File: src/rtl/synth_pkg.sv
// Shared types and default widths for the synth voice blocks (envelope, VCA, mixer).
package synth_pkg;

  localparam int WAVE_W_DEF = 16;
  localparam int LVL_W_DEF  = 24;
  localparam int RATE_W_DEF = 16;

  localparam logic [LVL_W_DEF-1:0] LVL_MAX = '1;

  typedef enum logic [2:0] {
    IDLE,
    ATTACK,
    DECAY,
    SUSTAIN,
    RELEASE
  } env_state_t;

endpackage

File: src/rtl/adsr_envelope_if.sv
// Control/sample bundle between the note controller/oscillator side and one envelope voice.
interface adsr_envelope_if import synth_pkg::*; #(
  parameter int WAVE_W = WAVE_W_DEF,
  parameter int LVL_W  = LVL_W_DEF,
  parameter int RATE_W = RATE_W_DEF
);

  logic                     gate;
  logic        [RATE_W-1:0] attack_rate;
  logic        [RATE_W-1:0] decay_rate;
  logic        [7:0]        sustain_level;
  logic        [RATE_W-1:0] release_rate;
  logic signed [WAVE_W-1:0] wave;
  logic signed [WAVE_W-1:0] out;
  logic        [LVL_W-1:0]  level;
  logic                     active;

  modport master (
    output gate, attack_rate, decay_rate, sustain_level, release_rate, wave,
    input  out, level, active
  );

  modport slave (
    input  gate, attack_rate, decay_rate, sustain_level, release_rate, wave,
    output out, level, active
  );

endinterface

File: src/rtl/vca_mult.sv
// Signed sample times unsigned gain, scaled down by 2^B_W, with a registered output.
module vca_mult #(
  parameter int A_W = 16,
  parameter int B_W = 16
) (
  input  logic                  clk,
  input  logic                  rst_n,
  input  logic signed [A_W-1:0] a_i,
  input  logic        [B_W-1:0] b_i,
  output logic signed [A_W-1:0] p_o
);

  localparam int P_W = A_W + B_W + 1;

  logic signed [P_W-1:0] a_ext;
  logic signed [P_W-1:0] b_ext;
  logic signed [P_W-1:0] prod;
  logic signed [A_W-1:0] p_d;
  logic signed [A_W-1:0] p_q;
  logic                  unused_prod_bits;

  assign a_ext = {{(B_W + 1){a_i[A_W-1]}}, a_i};
  assign b_ext = {{(A_W + 1){1'b0}}, b_i};
  assign prod  = a_ext * b_ext;

  // Gain stays below 2^B_W, so the arithmetic shift always fits back into A_W bits.
  assign p_d = prod[A_W+B_W-1 -: A_W];

  assign unused_prod_bits = ^{prod[P_W-1], prod[B_W-1:0]};

  always_ff @(posedge clk or negedge rst_n) begin
    if (!rst_n) begin
      p_q <= '0;
    end else begin
      p_q <= p_d;
    end
  end

  assign p_o = p_q;

endmodule

File: src/rtl/adsr_envelope.sv
// Per-voice ADSR envelope generator driving a VCA on the oscillator sample.
module adsr_envelope import synth_pkg::*; #(
  parameter int WAVE_W = WAVE_W_DEF,
  parameter int LVL_W  = LVL_W_DEF,
  parameter int RATE_W = RATE_W_DEF
) (
  input logic           clk,
  input logic           rst_n,
  adsr_envelope_if.slave env
);

  localparam int                GAIN_W  = 16;
  localparam logic [LVL_W-1:0]  LVL_TOP = '1;

  env_state_t               state_q, state_d;
  logic        [LVL_W-1:0]  level_q, level_d;
  logic                     gate_q;
  logic                     rise, fall;
  logic        [LVL_W-1:0]  target;
  logic        [LVL_W:0]    att_sum;
  logic        [LVL_W-1:0]  dec_step, rel_step;
  logic signed [WAVE_W-1:0] out_q;

  assign rise     = env.gate & ~gate_q;
  assign fall     = ~env.gate & gate_q;
  assign target   = {env.sustain_level, {(LVL_W - 8){1'b0}}};
  assign att_sum  = {1'b0, level_q} + {{(LVL_W + 1 - RATE_W){1'b0}}, env.attack_rate};
  assign dec_step = {{(LVL_W - RATE_W){1'b0}}, env.decay_rate};
  assign rel_step = {{(LVL_W - RATE_W){1'b0}}, env.release_rate};

  // Gate edges pre-empt the per-state update and leave the level untouched, keeping retriggers click-free.
  always_comb begin
    state_d = state_q;
    level_d = level_q;
    if (rise) begin
      state_d = ATTACK;
    end else if (fall && (state_q inside {ATTACK, DECAY, SUSTAIN})) begin
      state_d = RELEASE;
    end else begin
      unique case (state_q)
        IDLE: level_d = '0;
        ATTACK: begin
          if ((env.attack_rate == '0) || (att_sum >= {1'b0, LVL_TOP})) begin
            level_d = LVL_TOP;
            state_d = DECAY;
          end else begin
            level_d = att_sum[LVL_W-1:0];
          end
        end
        DECAY: begin
          if ((env.decay_rate == '0) || (level_q <= target) || ((level_q - target) <= dec_step)) begin
            level_d = target;
            state_d = SUSTAIN;
          end else begin
            level_d = level_q - dec_step;
          end
        end
        SUSTAIN: level_d = target;
        RELEASE: begin
          if ((env.release_rate == '0) || (level_q <= rel_step)) begin
            level_d = '0;
            state_d = IDLE;
          end else begin
            level_d = level_q - rel_step;
          end
        end
        default: begin
          state_d = IDLE;
          level_d = '0;
        end
      endcase
    end
  end

  always_ff @(posedge clk or negedge rst_n) begin
    if (!rst_n) begin
      state_q <= IDLE;
      level_q <= '0;
      gate_q  <= 1'b0;
    end else begin
      state_q <= state_d;
      level_q <= level_d;
      gate_q  <= env.gate;
    end
  end

  vca_mult #(
    .A_W(WAVE_W),
    .B_W(GAIN_W)
  ) u_vca (
    .clk  (clk),
    .rst_n(rst_n),
    .a_i  (env.wave),
    .b_i  (level_q[LVL_W-1 -: GAIN_W]),
    .p_o  (out_q)
  );

  assign env.out    = out_q;
  assign env.level  = level_q;
  assign env.active = (state_q != IDLE);

endmodule

File: src/flat_wrapper.sv
// flat-port wrapper written by rule: the top's interface ports become plain ports
module adsr_envelope_flat import synth_pkg::*;
#(
  parameter int WAVE_W = WAVE_W_DEF,
  parameter int LVL_W  = LVL_W_DEF,
  parameter int RATE_W = RATE_W_DEF
)
  (clk, rst_n, env_gate, env_attack_rate, env_decay_rate, env_sustain_level, env_release_rate, env_wave, env_out, env_level, env_active);
  adsr_envelope_if #(.WAVE_W(WAVE_W), .LVL_W(LVL_W), .RATE_W(RATE_W)) env_i ();
  input logic clk;
  input logic rst_n;
  input wire logic [$bits(env_i.gate)-1:0] env_gate;
  input wire logic [$bits(env_i.attack_rate)-1:0] env_attack_rate;
  input wire logic [$bits(env_i.decay_rate)-1:0] env_decay_rate;
  input wire logic [$bits(env_i.sustain_level)-1:0] env_sustain_level;
  input wire logic [$bits(env_i.release_rate)-1:0] env_release_rate;
  input wire logic [$bits(env_i.wave)-1:0] env_wave;
  output wire logic [$bits(env_i.out)-1:0] env_out;
  output wire logic [$bits(env_i.level)-1:0] env_level;
  output wire logic [$bits(env_i.active)-1:0] env_active;
  assign env_i.gate = env_gate;
  assign env_i.attack_rate = env_attack_rate;
  assign env_i.decay_rate = env_decay_rate;
  assign env_i.sustain_level = env_sustain_level;
  assign env_i.release_rate = env_release_rate;
  assign env_i.wave = env_wave;
  assign env_out = env_i.out;
  assign env_level = env_i.level;
  assign env_active = env_i.active;
  adsr_envelope #(.WAVE_W(WAVE_W), .LVL_W(LVL_W), .RATE_W(RATE_W)) u_core (.clk(clk), .rst_n(rst_n), .env(env_i));
endmodule
File: config.mk
export PLATFORM = sky130hd
export DESIGN_NAME = adsr_envelope_flat
export DESIGN_NICKNAME = d
export VERILOG_FILES = /design/src/rtl/synth_pkg.sv /design/src/rtl/adsr_envelope_if.sv /design/src/rtl/vca_mult.sv /design/src/rtl/adsr_envelope.sv /design/src/flat_wrapper.sv
export SDC_FILE = /design/constraint.sdc
export NUM_CORES = 1
export LEC_CHECK = 0
export CELL_PAD_IN_SITES_DETAIL_PLACEMENT = 1
export CELL_PAD_IN_SITES_GLOBAL_PLACEMENT = 2
export CORE_ASPECT_RATIO = 0.7
export CORE_MARGIN = 2
export CORE_UTILIZATION = 37
export DETAILED_ROUTE_END_ITERATION = 12
export DONT_BUFFER_PORTS = 1
export PLACE_DENSITY_LB_ADDON = 0.1
export SYNTH_ARGS = -nofsm -noshare
export SYNTH_HDL_FRONTEND = slang
export SYNTH_SLANG_ARGS = --single-unit
export TNS_END_PERCENT = 1
File: constraint.sdc
create_clock -name clk -period 6.4 [get_ports clk]
set_clock_uncertainty 0.1 [all_clocks]
set_input_delay 0.96 -clock clk [delete_from_list [all_inputs] [get_ports clk]]
set_output_delay 0.96 -clock clk [all_outputs]
set_load 0.01 [all_outputs]
==> images/sizing.png <==
(1.5 px per um)
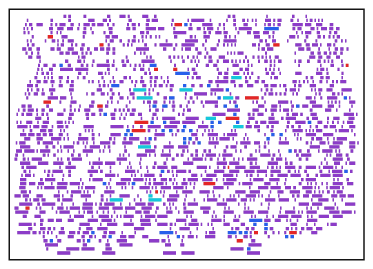
Key: x3 and x4 = blue [cells 63, share 3.8%]; x1 and smaller = purple [cells 1585, share 94%]; x2 = red [cells 20, share 1.2%]; x6 and larger = cyan [cells 11, share 0.66%]
count of buffers not belonging to the clock network in the layout: 56
final design area excluding fillers: 0.0149 mm^2
Area Growth Syn to Fin: 7.57%

==> images/gates.png <==
(1.5 px per um)
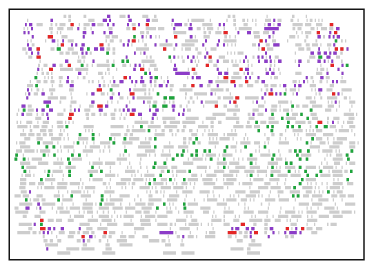
Key: and/or cells = green [cells 151]; aoi and oai cells = purple [cells 250, where widely spread]; non-inverting ao/oa cells = red [cells 53, where widely spread]
Post-Layout Cell Count: 2168
fraction of area in multi-input gates: 76.6%

==> images/congestion_map.png <==
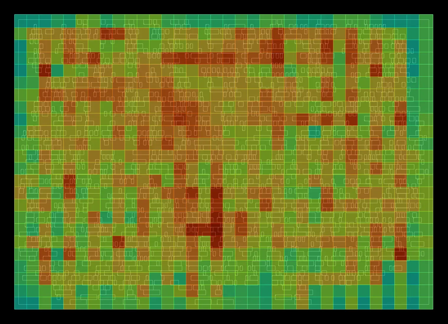
grt met1 use: 39.0%
M2 GR Usage: 37.4%
met3 track utilization from global routing: 5.78%
all-layer global routing usage: 25.5%
final core occ: 40.3%

==> ds_physical_params.txt <==
Physical design parameters

Parameter                              Value

Run status
  Result of the run .................. complete, no violations

Synthesis
  Top post-synthesis cells by count .................. 302 x sky130_fd_sc_hd__inv_1, 197 x sky130_fd_sc_hd__fa_1, 185 x sky130_fd_sc_hd__nand2_1, 170 x sky130_fd_sc_hd__ha_1, 124 x sky130_fd_sc_hd__and2_1
  Number of storage elements in the synthesis netlist .................. between 40 and 50
  Post-synthesis instance area .................. 0.0139 mm^2
  Dominant cell type by area after synthesis .................. sky130_fd_sc_hd__fa_1
  Dominant register cell in the synthesized netlist .................. sky130_fd_sc_hd__dfrtp_1
  Synthesized instance count .................. around 1.7k
  Yosys stat area .................. 0.0139 mm^2
  Number of synthesized flops with an enable pin .................. 0
  Yosys cell count .................. 1680
  Tally of unique sky130hd cells used after synthesis .................. 75

Floorplanning
  Effective utilization at floorplan .................. about 37%
  Die boundary width .................. 236 um
  Num rows .................. 59
  Total die area .................. 0.0391 mm^2

Place
  # port buffers .................. 0
  Pre-CTS setup slack .................. -222 ps
  Number of cells after detailed placement .................. about 2.2k

Route
  Violation count after the first detailed-routing iteration .................. about 740
  Drc violations .................. 0
  Drt wl/cell .................. 22.6 um

CTS
  Register clock-pin slew on the reported worst setup and hold paths .................. 70 ps
  Clk sink count .................. around 44
  Setup Buffers After CTS .................. 0
  Hold-fix buffers at CTS .................. 0

Final timing
  Post-route fraction of the period consumed by the critical path .................. between 90 and 100%
  Hold slack .................. around 240 ps
  Upper clock frequency limit .................. about 160 MHz
  Count of pins over their slew limit .................. 0
  Post-route minimum period .................. a little over 6000 ps

Power and ir drop
  Net Switching .................. around 4.7 mW
  Combinational Power Share .................. 88.6%
  Power per cell area .................. around 580 mW/mm^2
  Design internal power .................. 3.89 mW
  Leakage dissipation .................. between 7 and 8 nW

Worst hold path
  Hold Path Class .................. in2async

Setup path
  Startpoint of the worst-slack reg-to-reg timing path .................. u_core.env.level[13]
  Required time of the worst setup path .................. around 6500 ps
  Setup slack of the most critical reg-to-reg path .................. about 260 ps
  Startpoint-to-endpoint class of the critical path .................. in2reg
  Kind of end point of the critical path .................. flip-flop
  Crit path launch .................. env_wave[10]

Flow run
  Max-capacitance violation count .................. 0
  OpenROAD warning count .................. 27

Global route
  Maximum number of pins on one net before global-route repair .................. around 45
  Via count of the first global-routing pass .................. 12.5k

Finish
  Filler cell count .................. approximately 4.4k
==> images/m3.png <==
(2 px per um)
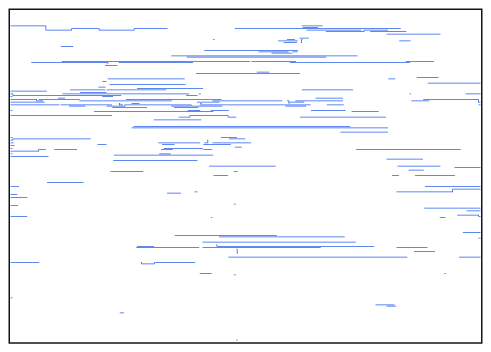
The wires run mostly horizontal. The layer carries 3550 um of wire.
vias: 11.9k
wire length after detailed routing: 48.9 mm

==> images/class_map.png <==
(1.5 px per um) Fill, decap, tap and diode cells in gray.
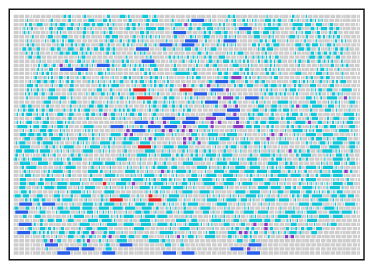
Key: remaining logic cells = cyan [cells 1571, share of their area 88%]; registers = blue [cells 44, share of their area 7.7%]; clock drivers and dummy loads = red [cells 8, share of their area 1.2%]; remaining buffers and delay cells = purple [cells 56, share of their area 3.3%]

## power groups by stage
stage | logic [mW] | clock network (mW) | registers [mW]
final | 7.65 | 0.335 | 0.651
after floorplan | 5.21 | 0 | 0.597
after global routing | 8.74 | 0.350 | 0.662
after CTS | 7.67 | 0.343 | 0.647
after global placement | 7.44 | 0 | 0.654
after detailed placement | 7.60 | 0 | 0.651
## registers in the layout (all words and copies together), names as in the netlist
signal            flops
u_core.env.level     24
u_core.u_vca.p_o     16
u_core.state_q        3
u_core.gate_q         1
## worst max-delay path: stages
cell and delay (ps):
sky130_fd_sc_hd__and2_1 160, sky130_fd_sc_hd__fa_1 530, sky130_fd_sc_hd__inv_1 50, sky130_fd_sc_hd__fa_1 540, sky130_fd_sc_hd__inv_1 50, sky130_fd_sc_hd__fa_1 490
sky130_fd_sc_hd__fa_1 420, sky130_fd_sc_hd__fa_1 510, sky130_fd_sc_hd__inv_1 50, sky130_fd_sc_hd__fa_1 470, sky130_fd_sc_hd__inv_1 60, sky130_fd_sc_hd__ha_4 210
sky130_fd_sc_hd__a22o_1 220, sky130_fd_sc_hd__nor4_2 190, sky130_fd_sc_hd__nand2_1 120, sky130_fd_sc_hd__o211a_4 280, sky130_fd_sc_hd__a311oi_4 350, sky130_fd_sc_hd__o41a_1 210
sky130_fd_sc_hd__nand2_1 110, sky130_fd_sc_hd__a21oi_2 160, sky130_fd_sc_hd__xnor2_1 130
## area by class of cell
class | count | area, um^2 | area share (%)
clock buffers | 5 | 125 | 0.838
well taps | 488 | 611 | 4.09
flip-flops and latches | 44 | 1110 | 7.40
multi-input cells | 1269 | 11400 | 76.6
inverters | 302 | 1130 | 7.59
repair buffers | 56 | 470 | 3.15
diodes | 1 | 2.50 | 0.0168
clock inverters | 3 | 46.3 | 0.310
## how the worst min path moves through the flow
stage                             start              endpoint  slack, ps
floorplan           u_core.env.level[7]   u_core.env.level[7]        500
global placement                  rst_n  u_core.u_vca.p_o[11]        570
detailed placement                rst_n  u_core.u_vca.p_o[11]        570
CTS                               rst_n   u_core.u_vca.p_o[5]        230
global route                      rst_n  u_core.u_vca.p_o[11]        230
finish                            rst_n  u_core.u_vca.p_o[11]        240
## cells by family after synthesis
kind of cell	count (synthesis)	share of synthesized area, %
AND-OR/OR-AND	303	14.4
adder cells (fa/ha/maj)	367	43.7
flip-flops	44	7.93
XOR/XNOR	79	4.98
AND/OR/NAND/NOR	517	18.7
buffers and inverters	367	10.1
multiplexers	3	0.216
## stage by stage
| step | total power [mW] | area [um^2] |
|---|---|---|
| CTS | 8.66 | 14900 |
| floorplan | 5.81 | 13900 |
| finish | 8.64 | 14900 |
| detailed placement | 8.25 | 14700 |
| global route | 9.75 | 14900 |
| global placement | 8.09 | 14700 |
## repair_timing
item,4_1_cts,5_1_grt
setup endpoints to repair,1,10
resized,1,10
pin swaps,0,3
gates cloned,0,0
## routing by layer
metal / track usage (%) / share of wire [%] / wire, um
met5: 0 / 0 / 0
met2: 37.4 / 42 / 20500
met4: 3.07 / 0.85 / 416
met1: 39.0 / 50 / 24500
met3: 5.78 / 7.2 / 3550
Power figures rest on the tool's default switching activity, not on a simulated workload.
